<file path="config.mk">
export PLATFORM = sky130hd
export DESIGN_NAME = seg_display_scan
export DESIGN_NICKNAME = d
export VERILOG_FILES = /design/src/rtl/seg_display_scan.sv
export SDC_FILE = /design/constraint.sdc
export NUM_CORES = 1
export LEC_CHECK = 0
export ABC_AREA = 0
export CAP_MARGIN = 30
export CELL_PAD_IN_SITES_DETAIL_PLACEMENT = 0
export CELL_PAD_IN_SITES_GLOBAL_PLACEMENT = 1
export CORE_MARGIN = 2
export CORE_UTILIZATION = 46
export CTS_BUF_LIST = sky130_fd_sc_hd__clkbuf_8
export CTS_CLUSTER_DIAMETER = 100
export DETAILED_ROUTE_END_ITERATION = 8
export GPL_ROUTABILITY_DRIVEN = 0
export PLACE_DENSITY_LB_ADDON = 0.1
export SETUP_SLACK_MARGIN = 0.05
export SYNTH_ARGS = -nofsm -noshare
export SYNTH_HDL_FRONTEND = slang
export SYNTH_SLANG_ARGS = --single-unit
</file>
<file path="constraint.sdc">
create_clock -name clk_i -period 3.9 [get_ports clk_i]
set_clock_uncertainty 0.05 [all_clocks]
set_input_delay 1.17 -clock clk_i [delete_from_list [all_inputs] [get_ports clk_i]]
set_output_delay 1.17 -clock clk_i [all_outputs]
set_load 0.1 [all_outputs]
</file>
<file path="src/rtl/seg_display_scan.sv">
// seg_display_scan
// Time-multiplexed seven-segment driver for the debug panel. It shows DIGITS
// hex nibbles, and digit 0 is the rightmost digit. Each digit is lit for
// PRESCALE cycles and is followed by GAP_CYCLES all-dark cycles.
//
// New values are staged in a pending register. They are copied into the
// displayed (active) register only at a frame wrap, or on any cycle while the
// display is off, so a frame is never torn.
//
// Optional feature: define DISPLAY_LZ_BLANK_EN to enable leading-zero
// suppression.
//
// Ports
//   clk_i        system clock
//   rst_ni       asynchronous active-low reset
//   enable_i     scan enable; low forces the display dark
//   load_i       capture strobe for bcds_i / dp_i
//   bcds_i       nibble i at [4i+3:4i]
//   dp_i         decimal point per digit
//   sel_led_o    one-hot digit select (polarity per ACTIVE_LOW_OUT)
//   led_value_o  {dp,g,f,e,d,c,b,a} (polarity per ACTIVE_LOW_OUT)
//   digit_idx_o  index of the digit currently lit
//   frame_done_o one-cycle pulse as the last digit's SHOW period ends
module seg_display_scan #(
    parameter int DIGITS         = 8,
    parameter int PRESCALE       = 100000,
    parameter int GAP_CYCLES     = 0,
    parameter bit ACTIVE_LOW_OUT = 1'b1
) (
    input  logic                      clk_i,
    input  logic                      rst_ni,
    input  logic                      enable_i,
    input  logic                      load_i,
    input  logic [4*DIGITS-1:0]       bcds_i,
    input  logic [DIGITS-1:0]         dp_i,
    output logic [DIGITS-1:0]         sel_led_o,
    output logic [7:0]                led_value_o,
    output logic [$clog2(DIGITS)-1:0] digit_idx_o,
    output logic                      frame_done_o
);

    localparam int IW   = $clog2(DIGITS);
    localparam int CMAX = (PRESCALE > GAP_CYCLES) ? PRESCALE : GAP_CYCLES;
    localparam int CW   = (CMAX < 2) ? 1 : $clog2(CMAX);

    localparam logic [CW-1:0] P_TC = CW'(PRESCALE - 1);
    localparam logic [CW-1:0] G_TC = CW'((GAP_CYCLES > 0) ? GAP_CYCLES - 1 : 0);
    localparam logic [IW-1:0] LAST = IW'(DIGITS - 1);

    localparam logic [DIGITS-1:0] SEL_POL = {DIGITS{ACTIVE_LOW_OUT}};
    localparam logic [7:0]        SEG_POL = {8{ACTIVE_LOW_OUT}};

    typedef enum logic [1:0] {S_OFF, S_SHOW, S_GAP} state_e;

    state_e                 state_q, state_d;
    logic [CW-1:0]          cnt_q, cnt_d;
    logic [IW-1:0]          idx_q, idx_d, idx_nxt;
    logic                   fd_q, fd_d;

    logic [DIGITS-1:0][3:0] pend_bcd_q, pend_bcd_d, act_bcd_q, act_bcd_d;
    logic [DIGITS-1:0]      pend_dp_q, pend_dp_d, act_dp_q, act_dp_d;
    logic                   xfer;

    logic [DIGITS-1:0]      blank;
    logic [DIGITS-1:0]      sel_raw, sel_d, sel_q;
    logic [7:0]             seg_raw, seg_d, seg_q;
    logic                   lit;

    function automatic logic [6:0] hex7(input logic [3:0] n);
        case (n)
            4'h0: hex7 = 7'h3F;  4'h1: hex7 = 7'h06;
            4'h2: hex7 = 7'h5B;  4'h3: hex7 = 7'h4F;
            4'h4: hex7 = 7'h66;  4'h5: hex7 = 7'h6D;
            4'h6: hex7 = 7'h7D;  4'h7: hex7 = 7'h07;
            4'h8: hex7 = 7'h7F;  4'h9: hex7 = 7'h6F;
            4'hA: hex7 = 7'h77;  4'hB: hex7 = 7'h7C;
            4'hC: hex7 = 7'h39;  4'hD: hex7 = 7'h5E;
            4'hE: hex7 = 7'h79;  default: hex7 = 7'h71;
        endcase
    endfunction

    assign idx_nxt = (idx_q == LAST) ? '0 : idx_q + 1'b1;

    // Scan FSM. cnt_q is shared by the SHOW and GAP periods.
    always_comb begin
        state_d = state_q;
        cnt_d   = cnt_q;
        idx_d   = idx_q;
        fd_d    = 1'b0;
        case (state_q)
            S_OFF: begin
                cnt_d = '0;
                idx_d = '0;
                state_d = S_SHOW;
            end
            S_SHOW: begin
                if (cnt_q == P_TC) begin
                    cnt_d = '0;
                    fd_d  = (idx_q == LAST);
                    if (GAP_CYCLES > 0) state_d = S_GAP;
                    else                idx_d   = idx_nxt;
                end else begin
                    cnt_d = cnt_q + 1'b1;
                end
            end
            S_GAP: begin
                if (cnt_q == G_TC) begin
                    cnt_d   = '0;
                    state_d = S_SHOW;
                    idx_d   = idx_nxt;
                end else begin
                    cnt_d = cnt_q + 1'b1;
                end
            end
            default: state_d = S_OFF;
        endcase
        // Enable low overrides everything, and the frame pulse is suppressed.
        if (!enable_i) begin
            state_d = S_OFF;
            cnt_d   = '0;
            idx_d   = '0;
            fd_d    = 1'b0;
        end
    end

    // The frame_done cycle is the transfer cycle. If a load lands in that
    // same cycle, it bypasses pending so the next frame carries it. The
    // display decodes from the post-transfer value. This matters when
    // GAP_CYCLES is 0, because digit 0 is then already in SHOW during the
    // frame_done cycle.
    assign xfer       = (state_q == S_OFF) || fd_q;
    assign pend_bcd_d = load_i ? bcds_i : pend_bcd_q;
    assign pend_dp_d  = load_i ? dp_i   : pend_dp_q;
    assign act_bcd_d  = xfer ? pend_bcd_d : act_bcd_q;
    assign act_dp_d   = xfer ? pend_dp_d  : act_dp_q;

`ifdef DISPLAY_LZ_BLANK_EN
    // Walk down from the most significant digit. A digit is blanked while it
    // and every digit above it are a zero nibble with no dp. Digit 0 is
    // never blanked.
    logic run;
    always_comb begin
        blank = '0;
        run   = 1'b1;
        for (int i = DIGITS - 1; i >= 1; i--) begin
            run      = run & (act_bcd_d[i] == 4'h0) & ~act_dp_d[i];
            blank[i] = run;
        end
    end
`else
    assign blank = '0;
`endif

    always_comb begin
        lit     = (state_q == S_SHOW) && !blank[idx_q];
        sel_raw = '0;
        seg_raw = '0;
        if (lit) begin
            sel_raw[idx_q] = 1'b1;
            seg_raw        = {act_dp_d[idx_q], hex7(act_bcd_d[idx_q])};
        end
        sel_d = sel_raw ^ SEL_POL;
        seg_d = seg_raw ^ SEG_POL;
    end

    always_ff @(posedge clk_i or negedge rst_ni) begin
        if (!rst_ni) begin
            state_q     <= S_OFF;
            cnt_q       <= '0;
            idx_q       <= '0;
            fd_q        <= 1'b0;
            pend_bcd_q  <= '0;
            pend_dp_q   <= '0;
            act_bcd_q   <= '0;
            act_dp_q    <= '0;
            sel_q       <= SEL_POL;
            seg_q       <= SEG_POL;
            digit_idx_o <= '0;
        end else begin
            state_q     <= state_d;
            cnt_q       <= cnt_d;
            idx_q       <= idx_d;
            fd_q        <= fd_d;
            pend_bcd_q  <= pend_bcd_d;
            pend_dp_q   <= pend_dp_d;
            act_bcd_q   <= act_bcd_d;
            act_dp_q    <= act_dp_d;
            sel_q       <= sel_d;
            seg_q       <= seg_d;
            digit_idx_o <= idx_q;
        end
    end

    assign sel_led_o    = sel_q;
    assign led_value_o  = seg_q;
    assign frame_done_o = fd_q;

endmodule

</file>
==> results.yml <==
# generated from flow reports
worst_setup_path:
  worstReg2RegEnd: "led_value_o[0]"
  path_buffers: 3
  instance_count_on_the_critical_path: 10
  cp_top_family: "multiplexers"
  setup.worst_path.end: "led_value_o[0]"
  worstSetupStartpointType: "primary input"
  worst-r2r-cell-count: 10
  critical_path_end_type: "register"
  cpMaxStageDelayCell: "sky130_fd_sc_hd__buf_2"
synth:
  seq_area_frac_synth_pct: 55.7
  enable_flop_cells: 0
  synth_stat.cells: 469
  xor_area_share_pct: 2.40
  post-synth-top-count-cell: "sky130_fd_sc_hd__nor2_1"
  async_flop_share_pct: 100
  syn_area_per_cell_um2: 11.7
  synthesized_net_count: 522
clock_tree:
  cts-root-buf: "sky130_fd_sc_hd__clkbuf_8"
  cts_inserted_buffers: 17
  tritoncts: "done"
  worst_skew_pair.late_latency_ns: 0.44
  clock-sinks: 121
  cts.repair_timing.setup_buffer_count: 0
die:
  ioPinCount: 64
  core_util_floorplan_pct: 47.5
  area_of_the_die_mm2: 0.0128
layout:
  final-seq-area_mm2: 0.00305
  clock_tree_area_fraction_pct: 6.16
  layout.comb_gates.multi_input: 309
  num-clock-buffers: 20
  comb_area_share_pct: 33.9
global_routing:
  grt_max_degree: 122
  busiest_layer: "met2"
  grt_util_met1_pct: 24.4
worst_hold_path:
  min_path_type: "register to register"
  hold_path.startpoint: "act_bcd_q[17]"
timing:
  period_needed_ns: 3.37
routing:
  dr.max_layer_used: "met4"
  post_drt_wl_per_cell_um: 15.5
  detail_route.drc_violations: 7
  route.met3.wl_um: 482
pwr:
  p_clk_uw: 1140
  power.total_uw: 3030
  swShare_pct: 26.2
  clockPowerShare_pct: 37.8
place:
  dpl.cell_count: 661
  place.port_buffers: 63
status:
  violations: "DRC"
  status: "finished, violations left"
placed.png
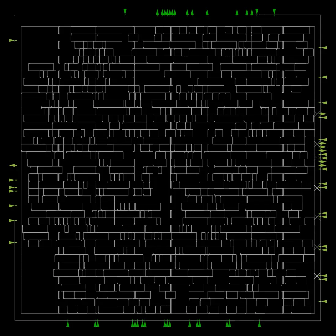
number of filler cells placed in the layout: 986
Finished Core Util: 57.4%
core area: 0.0115 mm^2

m3.png
The bar under the picture is 20 um long.
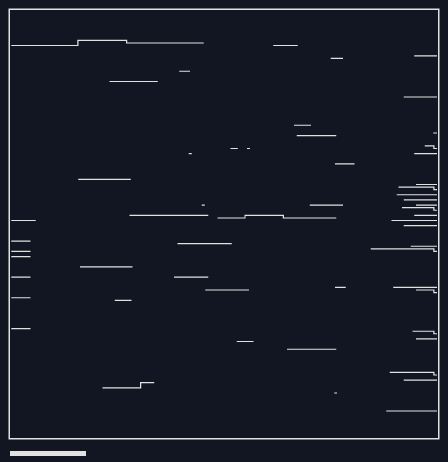
The layer holds 4.5% of the routed length. The longest straight run is 20.5 um. 40 nets have wire on it. The wires run mostly horizontal.
total detailed-routing wirelength: 10800 um
routing usage on met3: 5.20%
number of vias in the routed layout: 3578

class_map.png
Fill, decap, tap and diode cells in grey.
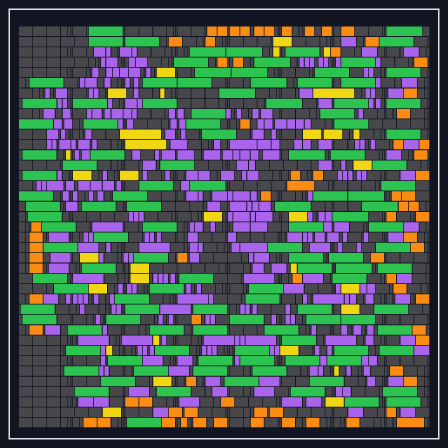
Orange stands for remaining buffers and delay cells, cells 74, share of their area 11%. Green stands for registers, cells 121, share of their area 47%. Purple stands for remaining logic cells, cells 323, share of their area 36%. Yellow stands for clock drivers and dummy loads, cells 32, share of their area 6.3%.
number of rows created at floorplan: 39
sequential share of cell area: 46.1%
cell area after layout: 0.00661 mm^2

Power and IR drop assume default switching activity.
